Figure 1. The clock network (run 1).
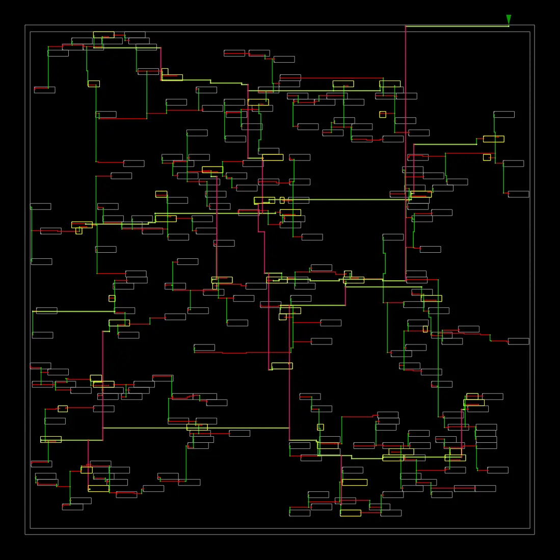
Figure 2. Cells by drive strength (run 1).
Bar = 50 um.
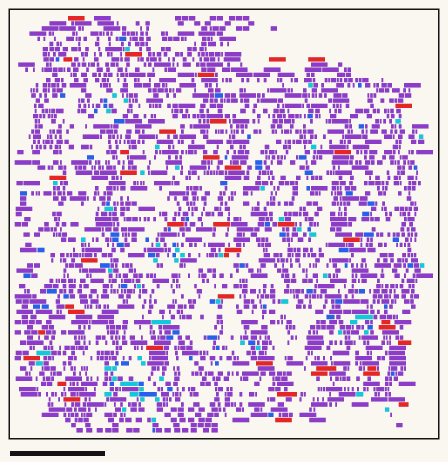
Figure 3. Close-up of the layout (run 1).
Region (155, 42) to (185, 72) um. Cells in gray, sequential cells in the stronger gray; small squares are vias.
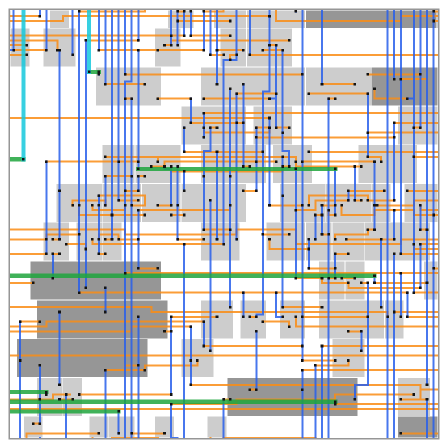
Figure 4. Clock distribution (run 1).
Bar = 50 um.
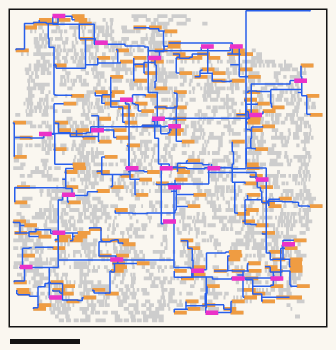
### config.mk
export PLATFORM = sky130hd
export DESIGN_NAME = mdu_seq
export DESIGN_NICKNAME = d
export VERILOG_FILES = /design/src/rtl/mdu_seq_pkg.sv /design/src/rtl/mdu_div_step.sv /design/src/rtl/mdu_seq.sv
export SDC_FILE = /design/constraint.sdc
export NUM_CORES = 1
export LEC_CHECK = 0
export CAP_MARGIN = 10
export CORE_MARGIN = 2
export CORE_UTILIZATION = 39
export CTS_CLUSTER_SIZE = 16
export DETAILED_ROUTE_END_ITERATION = 8
export SETUP_SLACK_MARGIN = 0.15
export SYNTH_ARGS = -nofsm -noshare
export SYNTH_HDL_FRONTEND = slang
export SYNTH_SLANG_ARGS = --single-unit
### constraint.sdc
create_clock -name clk -period 7.1 [get_ports clk]
set_clock_uncertainty 0.1 [all_clocks]
set_input_delay 1.065 -clock clk [delete_from_list [all_inputs] [get_ports clk]]
set_output_delay 1.065 -clock clk [all_outputs]
set_load 0.01 [all_outputs]
### src/rtl/mdu_seq_pkg.sv
`default_nettype none
// +----------------------------------------------------------------------------+
// | Module  : mdu_seq_pkg                                                      |
// | Purpose : Shared encodings for the iterative RV32M multiply/divide unit:   |
// |           funct3 operation codes, FSM state type and small op decoders.    |
// | Ports   : none (package)                                                   |
// | Rev     : 1.0  initial release                                             |
// +----------------------------------------------------------------------------+
package mdu_seq_pkg;

  localparam int MDU_OP_WIDTH = 3;

  localparam logic [MDU_OP_WIDTH-1:0] MDU_OP_MUL    = 3'b000;
  localparam logic [MDU_OP_WIDTH-1:0] MDU_OP_MULH   = 3'b001;
  localparam logic [MDU_OP_WIDTH-1:0] MDU_OP_MULHSU = 3'b010;
  localparam logic [MDU_OP_WIDTH-1:0] MDU_OP_MULHU  = 3'b011;
  localparam logic [MDU_OP_WIDTH-1:0] MDU_OP_DIV    = 3'b100;
  localparam logic [MDU_OP_WIDTH-1:0] MDU_OP_DIVU   = 3'b101;
  localparam logic [MDU_OP_WIDTH-1:0] MDU_OP_REM    = 3'b110;
  localparam logic [MDU_OP_WIDTH-1:0] MDU_OP_REMU   = 3'b111;

  typedef enum logic [1:0] {
    MDU_IDLE = 2'd0,
    MDU_CALC = 2'd1,
    MDU_FIN  = 2'd2
  } mdu_state_e;

  function automatic logic op_is_div(input logic [MDU_OP_WIDTH-1:0] op);
    return (op == MDU_OP_DIV) || (op == MDU_OP_DIVU) ||
           (op == MDU_OP_REM) || (op == MDU_OP_REMU);
  endfunction

  function automatic logic op_is_rem(input logic [MDU_OP_WIDTH-1:0] op);
    return (op == MDU_OP_REM) || (op == MDU_OP_REMU);
  endfunction

  // Operand A is treated as signed for everything except the *U forms.
  // MUL low half is sign-agnostic, so treating it as signed is harmless.
  function automatic logic op_signed_a(input logic [MDU_OP_WIDTH-1:0] op);
    return (op == MDU_OP_MUL) || (op == MDU_OP_MULH) || (op == MDU_OP_MULHSU) ||
           (op == MDU_OP_DIV) || (op == MDU_OP_REM);
  endfunction

  function automatic logic op_signed_b(input logic [MDU_OP_WIDTH-1:0] op);
    return (op == MDU_OP_MUL) || (op == MDU_OP_MULH) ||
           (op == MDU_OP_DIV) || (op == MDU_OP_REM);
  endfunction

endpackage
`default_nettype wire

### src/rtl/mdu_div_step.sv
`default_nettype none
// +----------------------------------------------------------------------------+
// | Module  : mdu_div_step                                                     |
// | Purpose : One combinational restoring-division step. Shifts the next       |
// |           dividend bit into the partial remainder and subtracts the        |
// |           divisor when it fits.                                            |
// | Ports   : rem_i     [XLEN:0]   current partial remainder                   |
// |           divisor_i [XLEN-1:0] divisor magnitude                           |
// |           bit_i                next dividend bit (MSB first)               |
// |           rem_o     [XLEN:0]   new partial remainder                       |
// |           q_o                  quotient bit produced by this step          |
// | Rev     : 1.0  initial release                                             |
// +----------------------------------------------------------------------------+
module mdu_div_step #(
  parameter int XLEN = 32
) (
  input  logic [XLEN:0]   rem_i,
  input  logic [XLEN-1:0] divisor_i,
  input  logic            bit_i,
  output logic [XLEN:0]   rem_o,
  output logic            q_o
);

  logic [XLEN+1:0] shifted_w;
  logic [XLEN+1:0] diff_w;

  assign shifted_w = {rem_i, bit_i};
  assign diff_w    = shifted_w - {2'b00, divisor_i};

  // A clear top bit means no borrow: the divisor fit, so keep the difference.
  assign q_o   = ~diff_w[XLEN+1];
  assign rem_o = q_o ? diff_w[XLEN:0] : shifted_w[XLEN:0];

endmodule
`default_nettype wire

### src/rtl/mdu_seq.sv
`default_nettype none
// +----------------------------------------------------------------------------+
// | Module  : mdu_seq                                                          |
// | Purpose : Iterative RV32M multiply/divide sequencer. Shift-add multiply or |
// |           restoring divide, one bit per cycle, with a held result and a    |
// |           one-cycle done pulse. busy_o stalls the decode stage.            |
// | Ports   : clk, rst_n (async, active-low)                                   |
// |           start_i, op_i[2:0], rs1_i, rs2_i : launch request and operands   |
// |           flush_i                          : abort in-flight operation     |
// |           busy_o (comb), done_o, result_o (registered)                     |
// | Rev     : 1.0  initial release                                             |
// +----------------------------------------------------------------------------+
module mdu_seq
  import mdu_seq_pkg::*;
#(
  parameter int XLEN = 32
) (
  input  logic                    clk,
  input  logic                    rst_n,
  input  logic                    start_i,
  input  logic [MDU_OP_WIDTH-1:0] op_i,
  input  logic [XLEN-1:0]         rs1_i,
  input  logic [XLEN-1:0]         rs2_i,
  input  logic                    flush_i,
  output logic                    busy_o,
  output logic                    done_o,
  output logic [XLEN-1:0]         result_o
);

  localparam int              CNT_W    = $clog2(XLEN) + 1;
  localparam logic [CNT_W-1:0] LAST_CNT = CNT_W'(XLEN - 1);

  mdu_state_e              state_q, state_d;
  logic [MDU_OP_WIDTH-1:0] op_q, op_d;
  logic                    neg_q, neg_d;
  logic [XLEN-1:0]         a_q, a_d;
  logic [XLEN-1:0]         b_q, b_d;
  logic [2*XLEN-1:0]       acc_q, acc_d;
  logic [XLEN:0]           rem_q, rem_d;
  logic [CNT_W-1:0]        cnt_q, cnt_d;
  logic [XLEN-1:0]         result_q, result_d;
  logic                    done_q, done_d;

  // ---------------- launch-time operand conditioning ----------------
  logic            sa_w, sb_w;
  logic [XLEN-1:0] abs_a_w, abs_b_w;
  logic            div_zero_w, div_ovf_w, special_w;
  logic [XLEN-1:0] special_res_w;

  assign sa_w    = op_signed_a(op_i) & rs1_i[XLEN-1];
  assign sb_w    = op_signed_b(op_i) & rs2_i[XLEN-1];
  assign abs_a_w = sa_w ? -rs1_i : rs1_i;
  assign abs_b_w = sb_w ? -rs2_i : rs2_i;

  assign div_zero_w = (rs2_i == '0);
  assign div_ovf_w  = ((op_i == MDU_OP_DIV) || (op_i == MDU_OP_REM)) &&
                      (rs1_i == {1'b1, {(XLEN-1){1'b0}}}) && (rs2_i == '1);
  assign special_w  = op_is_div(op_i) && (div_zero_w || div_ovf_w);

  // Divide-by-zero: quotient all ones, remainder = dividend.
  // Signed overflow: quotient = dividend (most negative), remainder = 0.
  assign special_res_w = div_zero_w ? (op_is_rem(op_i) ? rs1_i : {XLEN{1'b1}})
                                    : (op_is_rem(op_i) ? {XLEN{1'b0}} : rs1_i);

  // ---------------- per-cycle datapath step ----------------
  logic [XLEN:0]     mul_sum_w;
  logic [2*XLEN-1:0] mul_next_w, div_next_w, acc_step_w;
  logic [XLEN:0]     div_rem_w;
  logic              div_q_w;

  // Accumulator holds {partial product, remaining multiplier bits}; the
  // multiplier LSB decides the add, then everything shifts right one place.
  assign mul_sum_w  = {1'b0, acc_q[2*XLEN-1:XLEN]} +
                      (acc_q[0] ? {1'b0, a_q} : {(XLEN+1){1'b0}});
  assign mul_next_w = {mul_sum_w, acc_q[XLEN-1:1]};

  mdu_div_step #(
    .XLEN(XLEN)
  ) u_div_step (
    .rem_i    (rem_q),
    .divisor_i(b_q),
    .bit_i    (acc_q[XLEN-1]),
    .rem_o    (div_rem_w),
    .q_o      (div_q_w)
  );

  // Low half shifts dividend bits out of the top and quotient bits in at the bottom.
  assign div_next_w = {acc_q[2*XLEN-1:XLEN], acc_q[XLEN-2:0], div_q_w};
  assign acc_step_w = op_is_div(op_q) ? div_next_w : mul_next_w;

  // Sign-corrected result from the values produced by the final step, so
  // result_o is already valid in the FIN cycle alongside done_o.
  logic [2*XLEN-1:0] prod_w;
  logic [XLEN-1:0]   quo_w, remv_w, final_w;

  assign prod_w = neg_q ? -acc_step_w : acc_step_w;
  assign quo_w  = neg_q ? -acc_step_w[XLEN-1:0] : acc_step_w[XLEN-1:0];
  assign remv_w = neg_q ? -div_rem_w[XLEN-1:0] : div_rem_w[XLEN-1:0];

  assign final_w = op_is_rem(op_q)      ? remv_w :
                   op_is_div(op_q)      ? quo_w  :
                   (op_q == MDU_OP_MUL) ? prod_w[XLEN-1:0] : prod_w[2*XLEN-1:XLEN];

  // ---------------- FSM ----------------
  always_comb begin
    state_d  = state_q;
    op_d     = op_q;
    neg_d    = neg_q;
    a_d      = a_q;
    b_d      = b_q;
    acc_d    = acc_q;
    rem_d    = rem_q;
    cnt_d    = cnt_q;
    result_d = result_q;
    done_d   = 1'b0;

    unique case (state_q)
      MDU_IDLE: begin
        if (start_i) begin
          op_d  = op_i;
          a_d   = abs_a_w;
          b_d   = abs_b_w;
          rem_d = '0;
          cnt_d = '0;
          if (op_is_div(op_i)) begin
            acc_d = {{XLEN{1'b0}}, abs_a_w};
            neg_d = op_is_rem(op_i) ? sa_w : (sa_w ^ sb_w);
          end else begin
            acc_d = {{XLEN{1'b0}}, abs_b_w};
            neg_d = sa_w ^ sb_w;
          end
          if (special_w) begin
            result_d = special_res_w;
            done_d   = 1'b1;
            state_d  = MDU_FIN;
          end else begin
            state_d  = MDU_CALC;
          end
        end
      end
      MDU_CALC: begin
        acc_d = acc_step_w;
        if (op_is_div(op_q)) begin
          rem_d = div_rem_w;
        end
        cnt_d = cnt_q + 1'b1;
        if (cnt_q == LAST_CNT) begin
          result_d = final_w;
          done_d   = 1'b1;
          state_d  = MDU_FIN;
        end
      end
      MDU_FIN: begin
        state_d = MDU_IDLE;
      end
      default: begin
        state_d = MDU_IDLE;
      end
    endcase

    // Kill wins over everything: no completion, result stays as it was.
    if (flush_i) begin
      state_d  = MDU_IDLE;
      result_d = result_q;
      done_d   = 1'b0;
    end
  end

  always_ff @(posedge clk or negedge rst_n) begin
    if (!rst_n) begin
      state_q  <= MDU_IDLE;
      op_q     <= '0;
      neg_q    <= 1'b0;
      a_q      <= '0;
      b_q      <= '0;
      acc_q    <= '0;
      rem_q    <= '0;
      cnt_q    <= '0;
      result_q <= '0;
      done_q   <= 1'b0;
    end else begin
      state_q  <= state_d;
      op_q     <= op_d;
      neg_q    <= neg_d;
      a_q      <= a_d;
      b_q      <= b_d;
      acc_q    <= acc_d;
      rem_q    <= rem_d;
      cnt_q    <= cnt_d;
      result_q <= result_d;
      done_q   <= done_d;
    end
  end

  // Low in FIN so decode releases in the same cycle done_o is seen.
  assign busy_o   = (start_i && (state_q == MDU_IDLE)) || (state_q == MDU_CALC);
  assign done_o   = done_q;
  assign result_o = result_q;

endmodule
`default_nettype wire
==> flow_summary.yaml, run 1 <==
# generated from flow reports
cells_and_area:
  layout.cells.most_common: "sky130_fd_sc_hd__nand2_1"
  signal_buffer_area_fraction_pct: 6.06
  final.signal_inverter_count: 66
  n_fill_cell: 5015
  diodes: 0
  post_route_cells_drive_above_1_share_pct: 6.76
  layout.area.comb_mm2: 0.0132
  num-multi-input-gates: 2086
  design.final.nets: 2670
  mostFrequentLayoutCells: "sky130_fd_sc_hd__nand2_1, sky130_fd_sc_hd__o21ai_0, sky130_fd_sc_hd__dfrtp_1, sky130_fd_sc_hd__a21oi_1, sky130_fd_sc_hd__nor2_1"
  final_util_pct: 44.5
  num-nonclk-buffers: 139
  sequential_cell_area_mm2: 0.00516
  design_area_mm2: 0.0217
  dominant_class_by_area: "multi-input combinational cells"
cts:
  cts.clk_slew.worst_paths_ns: 0.06
  cts_setup_buffers: 0
  max-clock-path-buffers: 3
  clk_root_buffer_cell: "sky130_fd_sc_hd__clkbuf_16"
floorplanning:
  n_tap_cell: 664
  fp-row-count: 81
  core_area_mm2: 0.0488
  fp.dieArea_mm2: 0.0511
synth:
  syn_area_per_cell_um2: 7.63
  yosys-stat-area_mm2: 0.0192
  synth.cells.most_frequent: "sky130_fd_sc_hd__nand2_1, sky130_fd_sc_hd__o21ai_0, sky130_fd_sc_hd__dfrtp_1, sky130_fd_sc_hd__a21oi_1, sky130_fd_sc_hd__nor2_1"
  postSynthNetCount: 2662
  synth_largest_type_area_fraction_pct: 26.8
  top_cell: "sky130_fd_sc_hd__nand2_1"
  post_synth_main_area_contributors: "sky130_fd_sc_hd__dfrtp_1, sky130_fd_sc_hd__o21ai_0, sky130_fd_sc_hd__nand2_1"
global_routing:
  gr-usage-met3_pct: 4.44
  global_route.peak_usage_layer: "met2"
  gr-usage-all-layers_pct: 32.7
power_and_ir_drop:
  seq_cell_power_uw: 1530
  power_frac_comb_pct: 43.4
  biggest_power_consumer_among_the_groups: "combinational cells"
  netSwitchingPower_uw: 2360
  pwr-share-seq_pct: 28.5
  power.clock.total_uw: 1510
  p_total_uw: 5370
  switching_fraction_of_total_power_pct: 44.0
critical_path:
  r2r_end: "result_o[28]"
  worst-setup-path-type: "reg -> reg"
  critPathRequiredTime_ns: 7.42
  r2r-start: "rem_q[28]"
  worstRegToRegCells: 21
  critical_path.max_fanout: 5
  setup.worst_path.start_class: "flip-flop"
routing:
  drtAntennaViolNets: 0
  route.final.wire_length_um: 84000
  route.detailed.wl_per_inst_um: 26.2
timing:
  setup_viol: 0
  timing.final.crit_share_pct: 90.8
  layout_setup_ws_ns: 0.654
  fmaxAchievable_mhz: 155
  final_period_minus_worst_setup_slack_ns: 6.45
  worst-slew-pin-transition_ns: 1.04
flow_run:
  maxCapViolations: 0
placement:
  placement.cell_area_mm2: 0.0208
  dp_hpwl_um: 64600
  dpl_worst_slack_ns: 0.692
outcome:
  outcome: "finished clean"
min_path:
  min_path_type: "in -> async"
Back to the opening pictures, Figure 1:
sinks on the clock net: 206
Clock Latency Late Sink: 0.58 ns
FFs & Latches: 206

Back to the opening pictures, Figure 2:
legend:
  _2 cells:
    color: blue
    cells: 76
    share: 3.0%
  _6 and larger:
    color: red
    cells: 41
    share: 1.6%
  _3 and _4 cells:
    color: cyan
    cells: 55
    share: 2.2%
  _0 and _1 cells:
    color: purple
    cells: 2,374
    share: 93%

Back to the opening pictures, Figure 3:
legend:
  metal 4:
    color: cyan
  metal 1:
    color: orange
  metal 2:
    color: blue
  metal 3:
    color: green
sequential cells in the window: 5
most frequent: nand2_1 (8), o21ai_0 (7), ha_1 (6)
netlist names of flops here include: acc_q (3), a_q (2)
cells with their middle in the window: 54

Back to the opening pictures, Figure 4:
legend:
  flip-flops:
    color: orange
    count: 206
  clock drivers:
    color: magenta
    count: 28
  clock wires:
    color: blue
    length: 3,930 um
routed clock nets: 29

-- run 1: worst max-delay path: stages, from the launching register on --
cell                       delay, ns
sky130_fd_sc_hd__dfrtp_1        0.41
sky130_fd_sc_hd__ha_1           0.37
sky130_fd_sc_hd__a211oi_1       0.26
sky130_fd_sc_hd__nor3b_1        0.10
sky130_fd_sc_hd__a2111o_1       0.45
sky130_fd_sc_hd__or3_1          0.40
sky130_fd_sc_hd__or2_2          0.37
sky130_fd_sc_hd__nand2_1        0.23
sky130_fd_sc_hd__nor2_1         0.07
sky130_fd_sc_hd__a21oi_1        0.20
sky130_fd_sc_hd__ha_1           0.20
sky130_fd_sc_hd__nand2_1        0.13
sky130_fd_sc_hd__or4_1          0.64
sky130_fd_sc_hd__or3_4          0.43
sky130_fd_sc_hd__nor3_2         0.35
sky130_fd_sc_hd__nand4_1        0.15
sky130_fd_sc_hd__nor4_2         0.41
sky130_fd_sc_hd__nand4_1        0.26
sky130_fd_sc_hd__o21ai_1        0.24
sky130_fd_sc_hd__xnor2_1        0.10
sky130_fd_sc_hd__a221oi_1       0.32
sky130_fd_sc_hd__a311oi_1       0.08
-- run 1: layer usage --
layer / part of all wire [%] / vias to the layer above
met5: 0.032 / -
met3: 7.4 / 221
met1: 41 / 9829
li1: - / 9316
met4: 6.2 / 4
met2: 45 / 1019
-- run 1: cell families (layout without fill, tap and decap cells) --
family	count (synthesis)	in the layout	share of synthesized area, %
buffers and inverters	227	254	4.64
AOI/OAI and AO/OA	852	852	28.9
xor gates and xnor gates	158	158	7.20
DFF	206	206	26.8
muxes	74	74	3.98
adders and majority gates	72	72	4.76
and+or+nand+nor	930	930	23.8
--- run 2 (diff from run 1) ---
- TNS_END_PERCENT: default -> 30
Figure 5. Clock distribution (run 2).
Bar = 50 um.
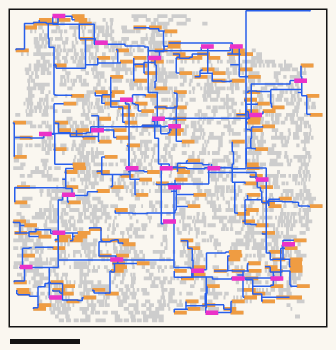
legend:
  clock wires:
    color: blue
    length: 3,930 um
  flip-flops:
    color: orange
    count: 206
  clock drivers:
    color: magenta
    count: 28
routed clock nets: 29

==> flow_summary.yaml, run 2 <==
# generated from flow reports
outcome:
  outcome: "finished clean"
cts:
  cts.clk_slew.worst_paths_ns: 0.06
  clock_sinks: 206
  clk_root_buffer_cell: "sky130_fd_sc_hd__clkbuf_16"
  post_cts_resize_count: 0
  clk_latency_ns: 0.58
  cts_setup_buffers: 0
  cts_max_level: 1
  tritoncts_clock_tree: "yes"
  max-clock-path-buffers: 3
cells_and_area:
  n_fill_cell: 5015
  layout.cells.most_common: "sky130_fd_sc_hd__nand2_1"
  diodes: 0
  sequential_cell_area_mm2: 0.00516
  design.final.nets: 2670
  max_flop_register: "acc_q"
  post_route_cells_drive_above_1_share_pct: 6.76
  layout.area.comb_mm2: 0.0132
  design_area_mm2: 0.0217
  largest_reg_flops: 64
  mostFrequentLayoutCells: "sky130_fd_sc_hd__nand2_1, sky130_fd_sc_hd__o21ai_0, sky130_fd_sc_hd__dfrtp_1, sky130_fd_sc_hd__a21oi_1, sky130_fd_sc_hd__nor2_1"
placement:
  placement.cell_area_mm2: 0.0208
  dp_hpwl_um: 64600
synth:
  synth_largest_type_area_fraction_pct: 26.8
  postSynthNetCount: 2662
  netlist_cell_types: 109
  syn_area_per_cell_um2: 7.63
  top_cell: "sky130_fd_sc_hd__nand2_1"
  post_synth_main_area_contributors: "sky130_fd_sc_hd__dfrtp_1, sky130_fd_sc_hd__o21ai_0, sky130_fd_sc_hd__nand2_1"
  synth.cells.most_frequent: "sky130_fd_sc_hd__nand2_1, sky130_fd_sc_hd__o21ai_0, sky130_fd_sc_hd__dfrtp_1, sky130_fd_sc_hd__a21oi_1, sky130_fd_sc_hd__nor2_1"
  yosys-stat-area_mm2: 0.0192
critical_path:
  worstSetupStartpoint: "rem_q[28]"
  worst-setup-path-type: "reg -> reg"
  crit_path_cell_trace: "ha_1 > a211oi_1 > nor3b_1 > a2111o_1 > or3_1 > or2_2 > nand2_1 > nor2_1 > a21oi_1 > ha_1 > nand2_1 > or4_1 > or3_4 > nor3_2 > nand4_1 > nor4_2 > nand4_1 > o21ai_1 > xnor2_1 > a221oi_1 > a311oi_1"
  setup.worst_path.start_class: "flip-flop"
  r2r-start: "rem_q[28]"
  critPathRequiredTime_ns: 7.42
  r2r_end: "result_o[28]"
  critical_path.top_delay_family: "simple AND/OR/NAND/NOR gates"
  regToRegSetupSlack_ns: 0.65
  critical_path.max_fanout: 5
  worstRegToRegCells: 21
  worst-path-stages: 21
  max_stage_delay_ns: 0.64
  timing.critical_path.slowest_stage_cell: "sky130_fd_sc_hd__or4_1"
  critPathBufInv: 0
floorplanning:
  initCoreUtil_pct: 39.4
  fp.dieArea_mm2: 0.0511
  core_area_mm2: 0.0488
  fp-row-count: 81
power_and_ir_drop:
  power.internal_uw: 3010
  switching_fraction_of_total_power_pct: 44.0
  pwr-share-seq_pct: 28.5
  netSwitchingPower_uw: 2360
  power_frac_comb_pct: 43.4
  worst_ir_drop_vdd_mv: 0.163
routing:
  route.detailed.wl_per_inst_um: 26.2
  route.final.wire_length_um: 84000
  drtAntennaViolNets: 0
  drt_first_iter_violations: 2284
timing:
  fmaxAchievable_mhz: 155
  final_period_minus_worst_setup_slack_ns: 6.45
  timing.final.crit_share_pct: 90.8
  setup_viol: 0
  worst-slew-pin-transition_ns: 1.04
global_routing:
  overflow: 0
  gr-usage-all-layers_pct: 32.7
  grt_max_degree: 134
flow_run:
  maxCapViolations: 0
min_path:
  min_path_type: "in -> async"
-- run 2: cell counts in the layout (fill, tap and decap cells not counted) --
No cell type changed its count.
-- run 2: cell families after synthesis --
logic type / Yosys count / share of synthesized area (%)
adder cells (fa/ha/maj): 72 / 4.76
multiplexers: 74 / 3.98
AND-OR/OR-AND: 852 / 28.9
buffers and inverters: 227 / 4.64
XOR/XNOR: 158 / 7.20
AND/OR/NAND/NOR: 930 / 23.8
flip-flops: 206 / 26.8
-- run 2: stage by stage --
| step | total power, uW | utilization [%] | hold WS (ns) | worst slack, ns |
|---|---|---|---|---|
| 6_report | 5370 | 44.5 | 0.357 | 0.654 |
| 5_1_grt | 5640 | 44.5 | 0.390 | 0.294 |
| 4_1_cts | 5330 | 44.5 | 0.372 | 0.775 |
| 3_5_place_dp | 3800 | 42.5 | 0.364 | 0.692 |
| 3_3_place_gp | 3790 | 42.5 | 0.357 | 0.658 |
| 2_1_floorplan | 2990 | - | 0.338 | 0.885 |
-- run 2: cell type report --
class / instances / area share, %
clock buffers: 35 / 3.72
clock inverters: 14 / 0.691
repair buffers: 139 / 6.06
inverters: 66 / 1.14
multi-input cells: 2086 / 60.8
flip-flops and latches: 206 / 23.7
well taps: 664 / 3.82
-- run 2: power by group through the flow --
stage / Combinational (uW) / Clock, uW / Sequential, uW
final: 2330 / 1510 / 1530
after global routing: 2510 / 1580 / 1550
after CTS: 2270 / 1530 / 1520
after detailed placement: 2260 / 0 / 1540
after global placement: 2250 / 0 / 1540
after floorplan: 1530 / 0 / 1460
-- run 2: routing by layer --
layer	global-route usage, %	vias up	share of wire, %
li1	-	9316	-
met1	42.9	9829	41
met2	52.3	1019	45
met3	4.44	221	7.4
met4	17.5	4	6.2
met5	0	-	0.032
Figure 6. Close-up of the layout (run 2).
Region (155, 42) to (185, 72) um. Cells in gray, sequential cells in the stronger gray; small squares are vias.
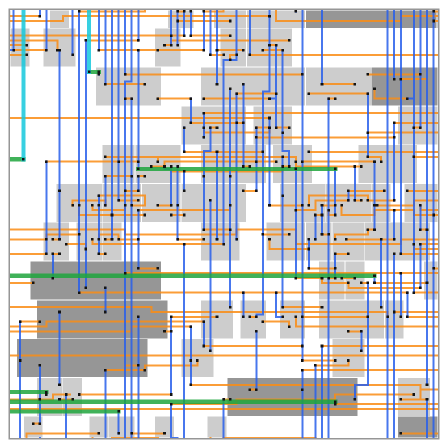

--- run 3 (diff from run 2) ---
- ABC_AREA: default -> 1
- CORE_MARGIN: 2 -> 5
Figure 7. Close-up of the layout (run 3).
Region (165, 45) to (195, 75) um. Cells in gray, sequential cells in the stronger gray; small squares are vias.
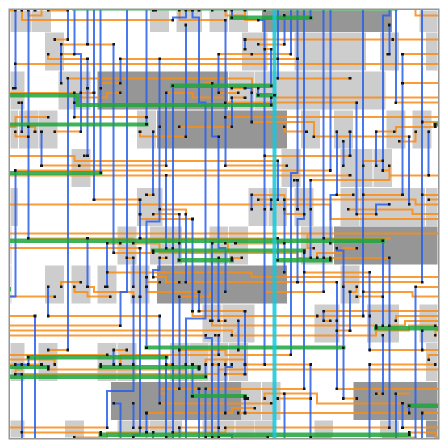
legend:
  metal 1:
    color: orange
  metal 2:
    color: blue
  metal 4:
    color: cyan
  metal 3:
    color: green
most frequent: nand2_1 (28), inv_1 (12), dfrtp_1 (7)
sequential cells in the window: 7
netlist names of flops here include: rem_q (5), b_q (2)
cells with their middle in the window: 63

==> flow_summary.yaml, run 3 <==
# generated from flow reports
global_routing:
  grt_max_degree: 124
  globalRouteMet2Util_pct: 48.9
  gr-usage-all-layers_pct: 31.0
  overflow: 0
  first_pass_grt_wire_length_um: 137000
  gr-usage-met3_pct: 3.95
  global_route.peak_usage_layer: "met2"
  global_route.usage.met1_pct: 42.2
  grt_antenna_before_repair: 3
synth:
  syn_area_per_cell_um2: 5.90
  ys_cells: 3506
  synth_largest_type_area_fraction_pct: 24.9
  postSynthNetCount: 3649
  synth.cells.most_frequent: "sky130_fd_sc_hd__nand2_1, sky130_fd_sc_hd__inv_1, sky130_fd_sc_hd__nor2_1, sky130_fd_sc_hd__nand3_1, sky130_fd_sc_hd__o21ai_0"
  post_synth_main_area_contributors: "sky130_fd_sc_hd__dfrtp_1, sky130_fd_sc_hd__nand2_1, sky130_fd_sc_hd__inv_1"
  netlist_cell_types: 57
  yosysWarningCount: 0
  yosys-stat-area_mm2: 0.0207
  top_cell: "sky130_fd_sc_hd__nand2_1"
  count_of_library_flops_with_an_enable_pin: 0
floorplanning:
  initCoreUtil_pct: 39.4
  core_area_mm2: 0.0526
  fp-row-count: 84
  die_x_um: 240
  fp.dieArea_mm2: 0.0577
power_and_ir_drop:
  netSwitchingPower_uw: 7690
  power.clock.total_uw: 1590
  seq_cell_power_uw: 1930
  power_frac_comb_pct: 72.7
  biggest_power_consumer_among_the_groups: "combinational cells"
  switching_fraction_of_total_power_pct: 59.6
  pg_comb_uw: 9380
  worst_ir_drop_vdd_mv: 0.267
  power.internal_uw: 5210
placement:
  dp_hpwl_um: 72700
critical_path:
  critPathRequiredTime_ns: 7.52
  worstRegToRegCells: 33
  setup.worst_path.start_class: "primary input"
  critical_path.top_delay_family: "simple AND/OR/NAND/NOR gates"
  crit_path_cell_trace: "clkdlybuf4s50_1 > inv_1 > ha_1 > nand2_1 > nor4_1 > nand3_1 > nor3_2 > nand2_1 > nor2_1 > nand4_1 > nor2_1 > nand2_1 > o31ai_1 > nand2_1 > o21ai_2 > nand2_4 > a21oi_1 > nand2_1 > nand2_1"
  critical_path.max_fanout: 64
  max_stage_delay_ns: 0.69
  critPathBufInv: 2
  timing.critical_path.slowest_stage_cell: "sky130_fd_sc_hd__nand2_1"
  worst-path-stages: 19
routing:
  drt-met1-wl_um: 38800
  met2WireLength_um: 40500
  top_layer: "met5"
  route.met3.wl_um: 6990
  route.final.wire_length_um: 91900
  drtAntennaViolNets: 0
  drt_first_iter_violations: 2798
  route.detailed.wl_per_inst_um: 21.6
cts:
  clk_root_buffer_cell: "sky130_fd_sc_hd__clkbuf_16"
  max-clock-path-buffers: 3
  tritoncts_clock_tree: "yes"
  cts_setup_buffers: 0
  cts_max_level: 1
  post_cts_resize_count: 0
  clk_latency_ns: 0.59
  cts.clk_slew.worst_paths_ns: 0.06
  clock_sinks: 206
cells_and_area:
  layout.cells.most_common: "sky130_fd_sc_hd__nand2_1"
  largest_reg_flops: 64
  design.final.nets: 3688
  n_fill_cell: 5691
  reg_top3: "acc_q (64), rem_q (33)"
  post_route_cells_drive_above_1_share_pct: 4.68
  diodes: 0
  final_util_pct: 44.2
  mostFrequentLayoutCells: "sky130_fd_sc_hd__nand2_1, sky130_fd_sc_hd__inv_1, sky130_fd_sc_hd__nor2_1, sky130_fd_sc_hd__nand3_1, sky130_fd_sc_hd__o21ai_0"
min_path:
  min_path_type: "in -> async"
timing:
  fmaxAchievable_mhz: 193
  setup_viol: 0
  final_period_minus_worst_setup_slack_ns: 5.17
  worst-slew-pin-transition_ns: 1.25
  timing.final.crit_share_pct: 72.9
flow_run:
  maxCapViolations: 0
outcome:
  outcome: "finished clean"
==> run 3: cell count changes after synthesis, sizes merged, moves of 32 or more <==
cell,previous run,this run
clkbuf,124,74
or3,32,0
mux2i,57,3
a21oi,173,140
inv,65,519
o22ai,7,59
nor2,147,313
nand2,357,1235
and2,51,2
xnor2,85,12
nand3,72,262
==> run 3: final timing paths <==
kind / startpoint / slack [ns] / endpoint
min in group clk: a_q[6] / 0.38 / a_q[6]
worst max register to register: rem_q[2] / 2.01 / result_o[18]
worst min register to register: a_q[6] / 0.38 / a_q[6]
max in group asynchronous: rst_n / 5.22 / op_q[2]
worst max-delay path: rs2_i[0] / 1.93 / result_o[24]
worst min-delay path: rst_n / 0.37 / rem_q[32]
==> run 3: cell type report <==
| cell class | instances | area, um^2 | area share (%) |
|---|---|---|---|
| Tap cell | 688 | 861 | 3.70 |
| Multi-Input combinational cell | 2658 | 13000 | 56.0 |
| Timing Repair Buffer | 129 | 1250 | 5.36 |
| Inverter | 523 | 1960 | 8.45 |
| Clock inverter | 15 | 268 | 1.15 |
| Sequential cell | 206 | 5160 | 22.2 |
| Clock buffer | 34 | 732 | 3.15 |
==> run 3: cell families after synthesis <==
kind of cell / synth area share, %
buf+inv: 12.3
simple gates: 39.2
mux: 0.145
compound gates: 14.9
fa+ha+maj: 4.48
xor+xnor: 4.06
flops: 24.9
==> run 3: per-stage QoR <==
stage                     hold slack [ns]  area [um^2]  total power, uW  instances  setup slack (ns)
after detailed placement            0.369        22200            11000       4204              1.46
final                               0.365        23200            12900       4253              1.93
after CTS                           0.384        23200            12700       4253              2.08
after global placement              0.367        22200            11100       4204              1.45
after floorplan                     0.349        20700             8380       3506              3.22
after global routing                0.396        23200            13900       4253              1.62

## Gallery

Sequential cells grouped by signal name.
Bar = 50 um.
image #1
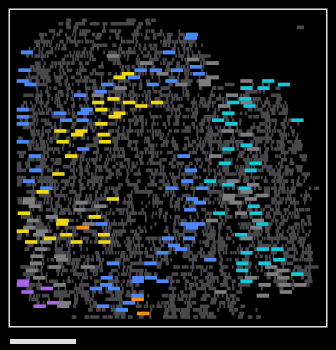
image #2
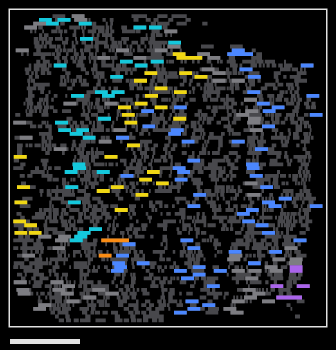
For run 1, see image #2.
For run 3, see image #1.
Of these, most cells: image #1

Key to image #1:
legend:
  op_q:
    color: orange
    placed_flops: 3
  cnt_q:
    color: purple
    placed_flops: 6
    where: lower left
  rem_q:
    color: cyan
    placed_flops: 33
  acc_q:
    color: blue
    placed_flops: 64
  result_o:
    color: yellow
    placed_flops: 32

No activity file was given, so power comes from the tool's default toggle rates.
